===== config.mk =====
export PLATFORM = sky130hd
export DESIGN_NAME = fosfor_present_sequencer
export DESIGN_NICKNAME = d
export VERILOG_FILES = /design/src/rtl/fosfor_present_sequencer.sv
export SDC_FILE = /design/constraint.sdc
export NUM_CORES = 1
export LEC_CHECK = 0
export CAP_MARGIN = 10
export CORE_AREA = 2 2 73 75
export CTS_CLUSTER_DIAMETER = 150
export DETAILED_ROUTE_END_ITERATION = 7
export DIE_AREA = 0 0 75 77
export GPL_TIMING_DRIVEN = 0
export REMOVE_ABC_BUFFERS = 1
export SETUP_SLACK_MARGIN = 0.5
export SLEW_MARGIN = 20
export SYNTH_ARGS = -nofsm -noshare
export SYNTH_HDL_FRONTEND = slang
export SYNTH_SLANG_ARGS = --single-unit

===== constraint.sdc =====
create_clock -name Clk_k -period 2.8 [get_ports Clk_k]
set_input_delay 0.7 -clock Clk_k [delete_from_list [all_inputs] [get_ports Clk_k]]
set_output_delay 0.7 -clock Clk_k [all_outputs]
set_load 0.02 [all_outputs]

===== src/rtl/fosfor_present_sequencer.sv =====
// -----------------------------------------------------------------------------
// fosfor_present_sequencer
//   Nibble-bus front end and round sequencer for the PRESENT-80 datapath.
//   Bytes are assembled from two 4-bit bus writes into a staging register.
//   Bus commands latch a register-file address, write the staging byte, or
//   start/abort an encryption run. A run is sequenced as load, ROUNDS round
//   cycles, then final whitening. The registered byte output returns either
//   register-file read data or the status byte.
//
// Ports
//   Clk_k        in   clock
//   Reset_r      in   synchronous, active-high reset
//   Address_b    in   bus phase: 0 IDLE, 1 LOW, 2 HIGH, 3 CMD
//   DataIn_b     in   bus nibble (data, or command code during CMD)
//   DataOut_b    out  registered read data / status {cnt, error, done, ready}
//   RegAddr_b    out  register-file address (latched address)
//   RegWrData_b  out  register-file write data (staging byte)
//   RegWe        out  register-file write strobe, 1-cycle pulse
//   RegRdData_b  in   register-file read data, combinational from RegAddr_b
//   LoadState    out  copy plaintext/key registers into datapath, pulse
//   RoundEn      out  advance datapath one round
//   RoundCnt_b   out  current round counter, 1..ROUNDS
//   FinalEn      out  final AddRoundKey and cipher store, pulse
// -----------------------------------------------------------------------------
module fosfor_present_sequencer #(
   parameter int unsigned ROUNDS     = 31,
   parameter int unsigned KEY_OFFSET = 8,
   parameter int unsigned REG_AW     = 5
) (
   input  logic              Clk_k,
   input  logic              Reset_r,
   input  logic [1:0]        Address_b,
   input  logic [3:0]        DataIn_b,
   output logic [7:0]        DataOut_b,
   output logic [REG_AW-1:0] RegAddr_b,
   output logic [7:0]        RegWrData_b,
   output logic              RegWe,
   input  logic [7:0]        RegRdData_b,
   output logic              LoadState,
   output logic              RoundEn,
   output logic [4:0]        RoundCnt_b,
   output logic              FinalEn
);

   typedef enum logic [1:0] {ST_IDLE, ST_LOAD, ST_ROUND, ST_FINAL} state_t;
   typedef enum logic [1:0] {BUS_IDLE, BUS_LOW, BUS_HIGH, BUS_CMD} bus_t;
   typedef enum logic [3:0] {
      CMD_LATCH   = 4'd1,
      CMD_WRITE   = 4'd2,
      CMD_START   = 4'd3,
      CMD_ABORT   = 4'd4,
      CMD_CLR_ERR = 4'd5
   } cmd_t;

   // Plaintext occupies 0..KEY_OFFSET-1, key the ten bytes after it.
   localparam logic [REG_AW:0] KEY_BASE   = (REG_AW+1)'(KEY_OFFSET);
   localparam logic [REG_AW:0] ADDR_END   = (REG_AW+1)'(KEY_OFFSET + 10);
   localparam logic [4:0]      LAST_ROUND = 5'(ROUNDS);

   state_t            state_q;
   logic [7:0]        staging_q;
   logic [REG_AW-1:0] addr_q;
   logic [7:0]        dout_q;
   logic [4:0]        cnt_q;
   logic              we_q;
   logic              load_q;
   logic              round_q;
   logic              final_q;
   logic              done_q;
   logic              error_q;
   logic              idle_seen_q;

   logic       busy;
   logic       cmd_latch;
   logic       cmd_write;
   logic       cmd_start;
   logic       cmd_abort;
   logic       cmd_clr;
   logic       addr_bad;
   logic       addr_plain;
   logic [7:0] status;

   always_comb begin
      busy       = (state_q != ST_IDLE);
      cmd_latch  = (Address_b == BUS_CMD) && (DataIn_b == CMD_LATCH);
      cmd_write  = (Address_b == BUS_CMD) && (DataIn_b == CMD_WRITE);
      cmd_start  = (Address_b == BUS_CMD) && (DataIn_b == CMD_START);
      cmd_abort  = (Address_b == BUS_CMD) && (DataIn_b == CMD_ABORT);
      cmd_clr    = (Address_b == BUS_CMD) && (DataIn_b == CMD_CLR_ERR);
      addr_bad   = ({1'b0, addr_q} >= ADDR_END);
      addr_plain = ({1'b0, addr_q} < KEY_BASE);
      status     = {cnt_q, error_q, done_q, ~busy};
   end

   always_ff @(posedge Clk_k) begin
      if (Reset_r) begin
         state_q     <= ST_IDLE;
         staging_q   <= '0;
         addr_q      <= '0;
         dout_q      <= 8'h01;
         cnt_q       <= '0;
         we_q        <= 1'b0;
         load_q      <= 1'b0;
         round_q     <= 1'b0;
         final_q     <= 1'b0;
         done_q      <= 1'b0;
         error_q     <= 1'b0;
         idle_seen_q <= 1'b0;
      end else begin
         we_q        <= 1'b0;
         load_q      <= 1'b0;
         round_q     <= 1'b0;
         final_q     <= 1'b0;
         idle_seen_q <= (Address_b == BUS_IDLE);

         case (Address_b)
            BUS_LOW: begin
               staging_q[3:0] <= DataIn_b;
               dout_q         <= RegRdData_b;
            end
            BUS_HIGH: staging_q[7:4] <= DataIn_b;
            BUS_IDLE: if (idle_seen_q) dout_q <= status;
            default: ;
         endcase

         if (cmd_latch) addr_q <= staging_q[REG_AW-1:0];
         if (cmd_clr) error_q <= 1'b0;

         // Writes are refused during a run so key/plaintext stay stable.
         if (cmd_write) begin
            if (busy || addr_bad) begin
               error_q <= 1'b1;
            end else begin
               we_q <= 1'b1;
               if (addr_plain) done_q <= 1'b0;
            end
         end

         if (cmd_start && busy) error_q <= 1'b1;

         if (cmd_abort && busy) begin
            state_q <= ST_IDLE;
         end else begin
            case (state_q)
               ST_IDLE: begin
                  if (cmd_start) begin
                     state_q <= ST_LOAD;
                     load_q  <= 1'b1;
                     done_q  <= 1'b0;
                     cnt_q   <= 5'd1;
                  end
               end
               ST_LOAD: begin
                  state_q <= ST_ROUND;
                  round_q <= 1'b1;
               end
               ST_ROUND: begin
                  if (cnt_q == LAST_ROUND) begin
                     state_q <= ST_FINAL;
                     final_q <= 1'b1;
                  end else begin
                     cnt_q   <= cnt_q + 5'd1;
                     round_q <= 1'b1;
                  end
               end
               // done is set on leaving FINAL so an abort there leaves it clear.
               ST_FINAL: begin
                  state_q <= ST_IDLE;
                  done_q  <= 1'b1;
               end
               default: state_q <= ST_IDLE;
            endcase
         end
      end
   end

   assign DataOut_b   = dout_q;
   assign RegAddr_b   = addr_q;
   assign RegWrData_b = staging_q;
   assign RegWe       = we_q;
   assign LoadState   = load_q;
   assign RoundEn     = round_q;
   assign RoundCnt_b  = cnt_q;
   assign FinalEn     = final_q;

endmodule


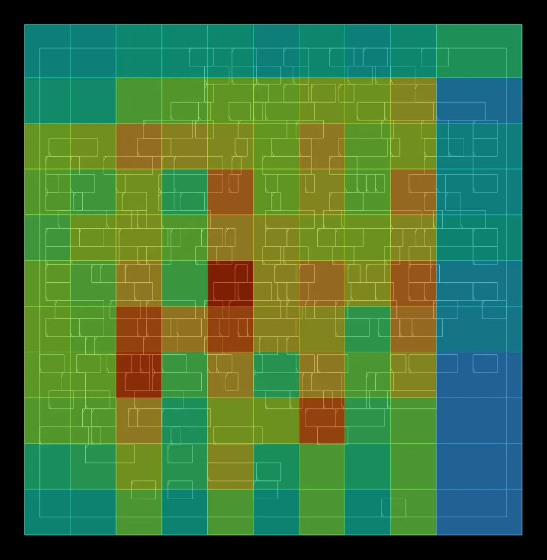
run_1/congestion_map.png
final core occ: 45.0%
met2 Usage GRT: 21.8%

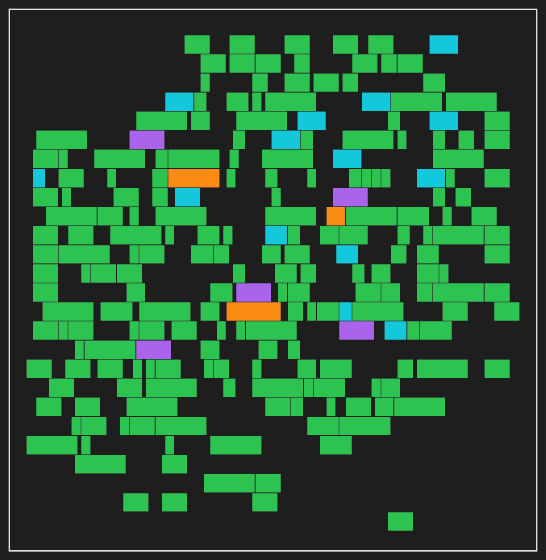
run_1/sizing.png
- x3 and x4: orange (cells 3; share 1.4%)
- x2: cyan (cells 14; share 6.4%)
- x6 and larger: purple (cells 5; share 2.3%)
- x1 and smaller: green (cells 196; share 90%)
Final WS setup: 0.587 ns
synthesis-to-layout area growth: 34.1%
Non-CTS buffers: 45

==> flow_metrics.tcl, run 1 <==
# collected from the flow reports
set metrics [dict create \
    final.min_clock_period_ns 2.21 \
    clock.fmax_ghz 0.452 \
    skew_ns 0.00572 \
    vias 1454 \
    fa_ha_area_share_pct 4.50 \
    fp.dieH_um 77 \
    grt_overflow 0 \
    worst_pin_slew_ns 0.571 \
    core.rowCount 26 \
    htree_levels 2 \
    initialDrtViolationCount 90 \
    cts-root-buf "clkbuf_8" \
    chip_area_um2 5780 \
    simple_gate_share_pct 21.7 \
    async_flop_share_pct 0 \
    path_cells "dlygate4sd2_1, nand3b_4, or4b_1, mux2i_1, nor2_1" \
    grt_pass1_wl_mm 6.58 \
    initial_core_util_pct 33.5 \
    cp_slowest_stage_delay_ns 0.66 \
    period_used_pct 79.0 \
    nNetsFinal 239 \
    drc_errors 0 \
    syn_area_per_cell_um2 9.43 \
    drive_gt1_share_pct 10.1 \
    final_max_slew_viol_count 0 \
    nFillCells 513 \
    place_ws_ns -0.154 \
    power.density_nw_per_um2 493 \
    grt_max_degree 23 \
    gp_congestion 0.745 \
    hold_ws_ns 0.508 \
    crit_slowest_cell "or4b_1" \
    worstSetupPathType "in2reg" \
    slew-limit-headroom_pct 61.8 \
    ys_ff 35 \
    cp.required_ns 2.96 \
    ff_type "dfxtp_1" \
    coreArea_um2 4980 \
    warning_count 28 \
    cp_max_fo 14 \
    boundaryPins 46 \
    drtAntennaViolNets 0 \
    portBuffers 45 \
    fp.dieW_um 75 \
    synthCells 177 \
    peakVddDrop_v 0.000272 \
    logic_area_um2 887 \
    cts_buffers 5 \
    clock_sinks 35 \
    grt_pass1_vias 1358 \
    antenna-diode-count 0 \
    cts.path.max_buffers 2 \
    logic_family "simple AND/OR/NAND/NOR gates" \
    cts_tree "done" \
    firstDrtPassIters 4 \
    hpwl_mm 2.70 \
    hold_viol 0 \
    clock_latency_ns 0.29 \
    cp.arrival_ns 2.37 \
    xor_share_pct 0 \
    maxCapViolCount 0 \
    post_cts_buffers 0 \
    post_synth_ao_oa_area_fraction_pct 18.4 \
    ys_warn_count 0 \
    mux_area_share_pct 8.40 \
    crit_path_end_kind "flop" \
    viasPerCell 5.05 \
    clkSlewWorstSetupHoldPaths_ns 0.07 \
    ff_latch_area_um2 701 \
    ys_chip_area_um2 1670 \
    status "finished clean" \
    postSynthSeqShare_pct 42.0 \
    p_leak_nw 0.928 \
    cp-start-kind "input port" \
    synth.distinct_cells 41 \
    rsz0062_at_grt "false" \
    ys_cells 177 \
    edf_count 0 \
    antenna_found_initial 0 \
    hp-class "reg2reg" \
    final-setup-viol-count 0 \
    synthesis.area_um2 1670 \
    routedWlPerCell_um 13.7 \
]
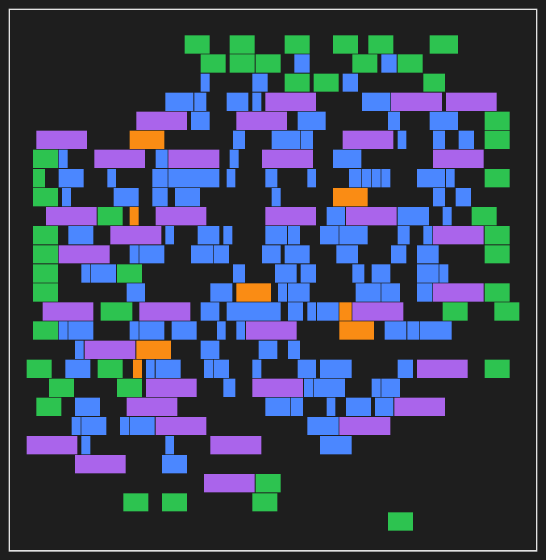
run_1/class_map.png
- sequential cells: purple (cells 35; share of their area 33%)
- remaining logic cells: blue (cells 130; share of their area 43%)
- clock drivers and dummy loads: orange (cells 8; share of their area 3.8%)
- remaining buffers and delay cells: green (cells 45; share of their area 21%)
Final Cell Area: 2240 um2
Seq/total area: 31.3%

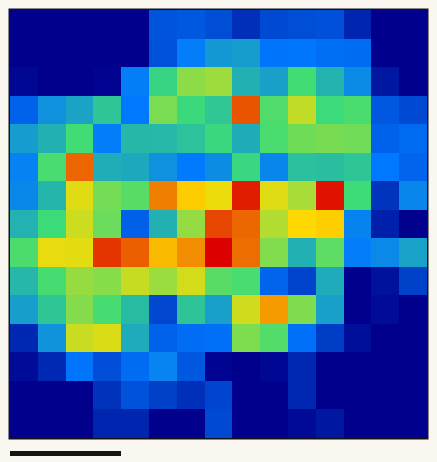
run_1/route_heat.png
The bar under the picture is 20 um long. The die is cut into 15 by 15 equal tiles; dark blue is low, red is high, scaled to the fullest tile. Values are wire area over tile area, all layers added.
- nearly empty tiles: 23%
- mean over tiles: 0.11
- densest ninth of the die: middle
- tiles over half the peak: 28%
Routed WL: 3.95 mm
total track usage: 14.7%

-- run 1: cell families after synthesis --
| family | after synthesis |
|---|---|
| simple gates | 65 |
| compound gates | 37 |
| flops | 35 |
| buf+inv | 20 |
| mux | 14 |
| fa+ha+maj | 6 |
-- run 1: layer usage --
metal / global-route usage [%] / up-vias / wire (um) / part of all wire [%]
met5: 0 / - / 0 / 0
met4: 3.75 / 0 / 34 / 0.86
met3: 5.78 / 4 / 247 / 6.3
met2: 21.8 / 39 / 1760 / 45
met1: 19.8 / 688 / 1910 / 48
li1: - / 723 / - / -
-- run 1: metrics by stage --
step	power (W)	area (um2)	setup TNS, ns	util, %	instances
2_1_floorplan	0.000667	1620	0	-	165
3_3_place_gp	0.000761	2150	-1.01	43.3	280
3_5_place_dp	0.000762	2150	-0.959	43.3	280
4_1_cts	0.00111	2240	0	45.0	288
5_1_grt	0.00117	2240	0	45.0	288
6_report	0.00110	2240	0	45.0	288
-- run 1: cell usage after synthesis (2+ instances only) --
master    instances  area share [%]
o221a_2           7             4.7
and3_1            3             1.1
nand2b_1          2            0.75
o211a_1           2             1.2
buf_2             2            0.60
nand3_1           3            0.90
inv_1             8             1.8
o32ai_1           2             1.0
or4_1             2            0.90
o21ai_2           2             1.0
dfxtp_1          35              42
or4b_1            2             1.2
o21ai_0           2            0.60
clkbuf_1          8             1.8
ha_1              6             4.5
a21oi_1          10             3.0
nor2b_1           7             2.6
nand3b_1          2            0.90
nor3b_1           2            0.90
nand2_1           5             1.1
nor4_1            2            0.75
o211ai_1          3             1.3
nor2_1           26             5.8
mux2i_1          14             8.4
and2b_1           2            0.90
o31ai_1           2            0.90
nor3_1            2            0.60
-- run 1: critical path: cells and delay by family --
kind	cells	cell delay, ns
buf+inv	1	0.56
mux	1	0.21
simple gates	3	0.89
-- run 1: layout make-up --
cell class,count,area share [%]
Multi-Input combinational cell,122,39.6
Sequential cell,35,31.3
Timing Repair Buffer,45,20.0
Tap cell,70,3.91
Clock buffer,7,3.41
Inverter,8,1.51
Clock inverter,1,0.224
-- run 1: power breakdown --
part,total [W],internal [W],switching [W]
Clock,0.000354,0.000175,0.000180
Combinational,0.000218,0.0000958,0.000122
Sequential,0.000532,0.000518,0.0000142
-- run 1: registers in the layout (all words and copies together), names as in the netlist --
signal and flops:
DataOut_b 8, FinalEn 1, LoadState 1, RegAddr_b 5, RegWe 1, RegWrData_b 8
RoundCnt_b 5, RoundEn 1, done_q 1, error_q 1, idle_seen_q 1, state_q 2
-- run 1: repair_timing --
action	4_1_cts	5_1_grt
hold buffers	0	0
gates resized	7	3
setup endpoints to repair	19	7
-- run 1: cell usage in the layout (no fill, tap or decap), types with 3 or more instances in the layout --
cell,count
o211ai_1,3
dfxtp_1,35
and3_1,3
o221a_2,7
nand3_1,3
inv_1,7
clkdlybuf4s50_1,41
clkbuf_8,5
a21oi_1,10
ha_1,6
mux2i_1,14
nand2_1,5
nor2_1,26
nor2b_1,7
-- run 1: final timing paths --
path,slack [ns],start,cells after the start,end
worst max-delay path,0.59,Address_b[1],5,RegAddr_b[3]
worst min-delay path,0.51,error_q,2,error_q
worst max register to register,0.68,RoundCnt_b[0],7,RoundCnt_b[3]
worst min register to register,0.51,error_q,2,error_q
run_1/util_map.png
The bar under the picture is 20 um long. The die is cut into 8 by 8 equal tiles; dark blue is low, red is high, 0 to 100% covered.
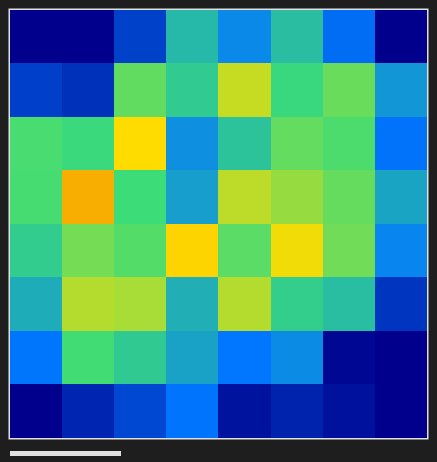

--- run 2 (diff from run 1) ---
==> constraint.sdc (replaced) <==
create_clock -name Clk_k -period 2.3 [get_ports Clk_k]
set_input_delay 0.575 -clock Clk_k [delete_from_list [all_inputs] [get_ports Clk_k]]
set_output_delay 0.575 -clock Clk_k [all_outputs]
set_load 0.02 [all_outputs]
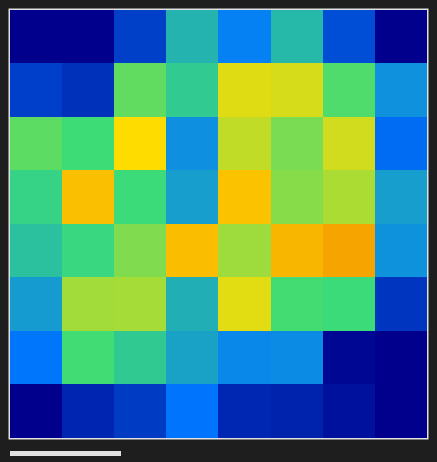
run_2/util_map.png
The bar under the picture is 20 um long. The die is cut into 8 by 8 equal tiles; dark blue is low, red is high, 0 to 100% covered.
- emptiest ninth of the die: bottom right
- fullest tile: 81%
- nearly empty tiles: 11%
- mean over tiles: 39%
Pre-Place Util: 33.5%
final core occ: 47.2%
area of the core: 4980 um2

==> run 2 against run 1 <==
Compared with the run above: first-iteration DRC count fell by 6.7%; area after synthesis unchanged; clock-buffer cell count is the same; utilization increased by 2.2 points; global-route usage grew 0.56 points; non-clock buffer count increased by 10; critical path depth grew 2.
==> flow_metrics.tcl, run 2 <==
# collected from the flow reports
set metrics [dict create \
    cts_buffers 5 \
    grt_max_degree 23 \
    portBuffers 45 \
    initialDrtViolationCount 84 \
    setup_ws_ns 0.407 \
    grt_pass1_wl_mm 6.82 \
    clkSlewWorstSetupHoldPaths_ns 0.07 \
    cts-root-buf "clkbuf_8" \
    async_flop_share_pct 0 \
    synthesis.area_um2 1670 \
    holdBufCountCts 0 \
    routed_wirelength_mm 4.07 \
    fp.dieW_um 75 \
    seqPwrFrac_pct 48.0 \
    final.min_clock_period_ns 1.89 \
    grt_pass1_vias 1390 \
    hp-class "reg2reg" \
    clock_latency_ns 0.28 \
    final_cell_area_um2 2350 \
    final_max_slew_viol_count 0 \
    dp_cells 280 \
    routedWlPerCell_um 13.6 \
    viasPerCell 5.00 \
    fp.dieH_um 77 \
    p_leak_nw 1.11 \
    hpwl_mm 2.70 \
    clock.fmax_ghz 0.528 \
    largest_area_cell "dfxtp_1" \
    p_switching_w 0.000388 \
    antenna_found_initial 0 \
    placed_area_um2 2150 \
    gp_congestion 0.745 \
    grt_use_met2_pct 23.2 \
    boundaryPins 46 \
    ys_warn_count 0 \
    layout_top_cells "dfxtp_1 (33), dlygate4sd2_1 (29), nor2_1 (26), mux2i_1 (14)" \
    skew_ns 0.00419 \
    lay_top_count "dfxtp_1" \
    ys_ff 35 \
    grt_busiest_layer "met2" \
    cts_tree "done" \
    drc_errors 0 \
    chip_area_um2 5780 \
    rrSetupSlack_ns 0.41 \
    maxCapViolCount 0 \
    grt_usage_pct 15.3 \
    area_growth_pct 40.6 \
    cp.required_ns 2.52 \
    use_met3_pct 5.78 \
    slew-limit-headroom_pct 61.5 \
    power.internal_w 0.000958 \
    cts.path.max_buffers 2 \
    crit_path_end_kind "flop" \
    p_clk_share_pct 31.8 \
    drive_gt1_share_pct 20.6 \
    use_met1_pct 20.2 \
    final-setup-viol-count 0 \
    antenna-diode-count 0 \
    ys_chip_area_um2 1670 \
    stdcell_count 298 \
    grt_overflow 0 \
    edf_count 0 \
    htree_levels 2 \
    worstSetupPathType "reg2reg" \
    power.density_nw_per_um2 574 \
    synth.distinct_cells 41 \
    ff_type "dfxtp_1" \
    peakVddDrop_v 0.000341 \
    postSynthSeqShare_pct 42.0 \
    top_area_share_pct 42.0 \
    synthTopCellsByCount "dfxtp_1 (35), nor2_1 (26), mux2i_1 (14), a21oi_1 (10)" \
    worst_pin_slew_ns 0.576 \
    power_frac_comb_pct 20.2 \
    ys_cells 177 \
    swShare_pct 28.8 \
    core.rowCount 26 \
    syn_area_per_cell_um2 9.43 \
    status "finished clean" \
    cp.arrival_ns 2.11 \
    area_leaders "dfxtp_1 (42%), mux2i_1 (8.4%), nor2_1 (5.8%)" \
    nNetsFinal 249 \
    vias 1490 \
    cp-start-kind "flop" \
    drtAntennaViolNets 0 \
    synthCells 177 \
    period_used_pct 82.3 \
    place_ws_ns -0.529 \
    cp_max_fo 3 \
    rsz0062_at_grt "true" \
    firstDrtPassIters 4 \
    power.total_w 0.00135 \
    warning_count 30 \
    clock_sinks 35 \
    most_common_cell "dfxtp_1" \
    hold_viol 0 \
]
[run 2: metal layers]
metal	up-vias	share of wire [%]
li1	740	-
met5	-	0
met2	35	47
met1	711	46
met3	4	5.8
met4	0	0.79
[run 2: power groups by stage]
| stage | Sequential, W | Combinational [W] | Clock, W |
|---|---|---|---|
| 4_1_cts | 0.000646 | 0.000259 | 0.000441 |
| 5_1_grt | 0.000649 | 0.000300 | 0.000477 |
| 3_5_place_dp | 0.000662 | 0.000266 | 0 |
| 6_report | 0.000646 | 0.000272 | 0.000428 |
| 2_1_floorplan | 0.000681 | 0.000131 | 0 |
| 3_3_place_gp | 0.000662 | 0.000264 | 0 |
[run 2: kinds of logic (layout without fill, tap and decap cells)]
kind of cell,after synthesis,count (layout),synth area share [%]
fa+ha+maj,6,6,4.50
mux,14,14,8.40
buf+inv,20,71,4.95
simple gates,65,65,21.7
compound gates,37,37,18.4
flops,35,35,42.0
[run 2: path summary, 6_finish.rpt]
path / cells past startpoint / from / end
max: 7 / RoundCnt_b[0] / RoundCnt_b[3]
min: 2 / RegWrData_b[5] / RegWrData_b[5]
max reg2reg: 7 / RoundCnt_b[0] / RoundCnt_b[3]
min reg2reg: 2 / RegWrData_b[5] / RegWrData_b[5]
[run 2: layout make-up]
| type | instances | area [um2] |
|---|---|---|
| Clock buffer | 7 | 76.3 |
| Clock inverter | 1 | 5.00 |
| Fill cell | 499 | 2630 |
| Inverter | 8 | 33.8 |
| Multi-Input combinational cell | 122 | 956 |
| Sequential cell | 35 | 706 |
| Tap cell | 70 | 87.6 |
| Timing Repair Buffer | 55 | 483 |
[run 2: repair_timing]
action	CTS	global route
buffers inserted	4	6
setup endpoints to repair	60	17
pin swaps	3	3
gates resized	53	15
[run 2: worst max-delay path: stages, from the launching register on]
cell and delay (ns):
dfxtp_4 0.36, ha_4 0.15, and3_4 0.18, ha_4 0.15, and2b_4 0.26, o21ai_4 0.07, or4b_4 0.52, a21oi_2 0.14
[run 2: through the flow]
step / TNS, ns / hold WS, ns
final: 0 / 0.505
after global routing: 0 / 0.535
after CTS: 0 / 0.510
after detailed placement: -8.23 / 0.490
after global placement: -8.38 / 0.488
after floorplan: 0 / 0.455
Power and IR drop assume default switching activity.
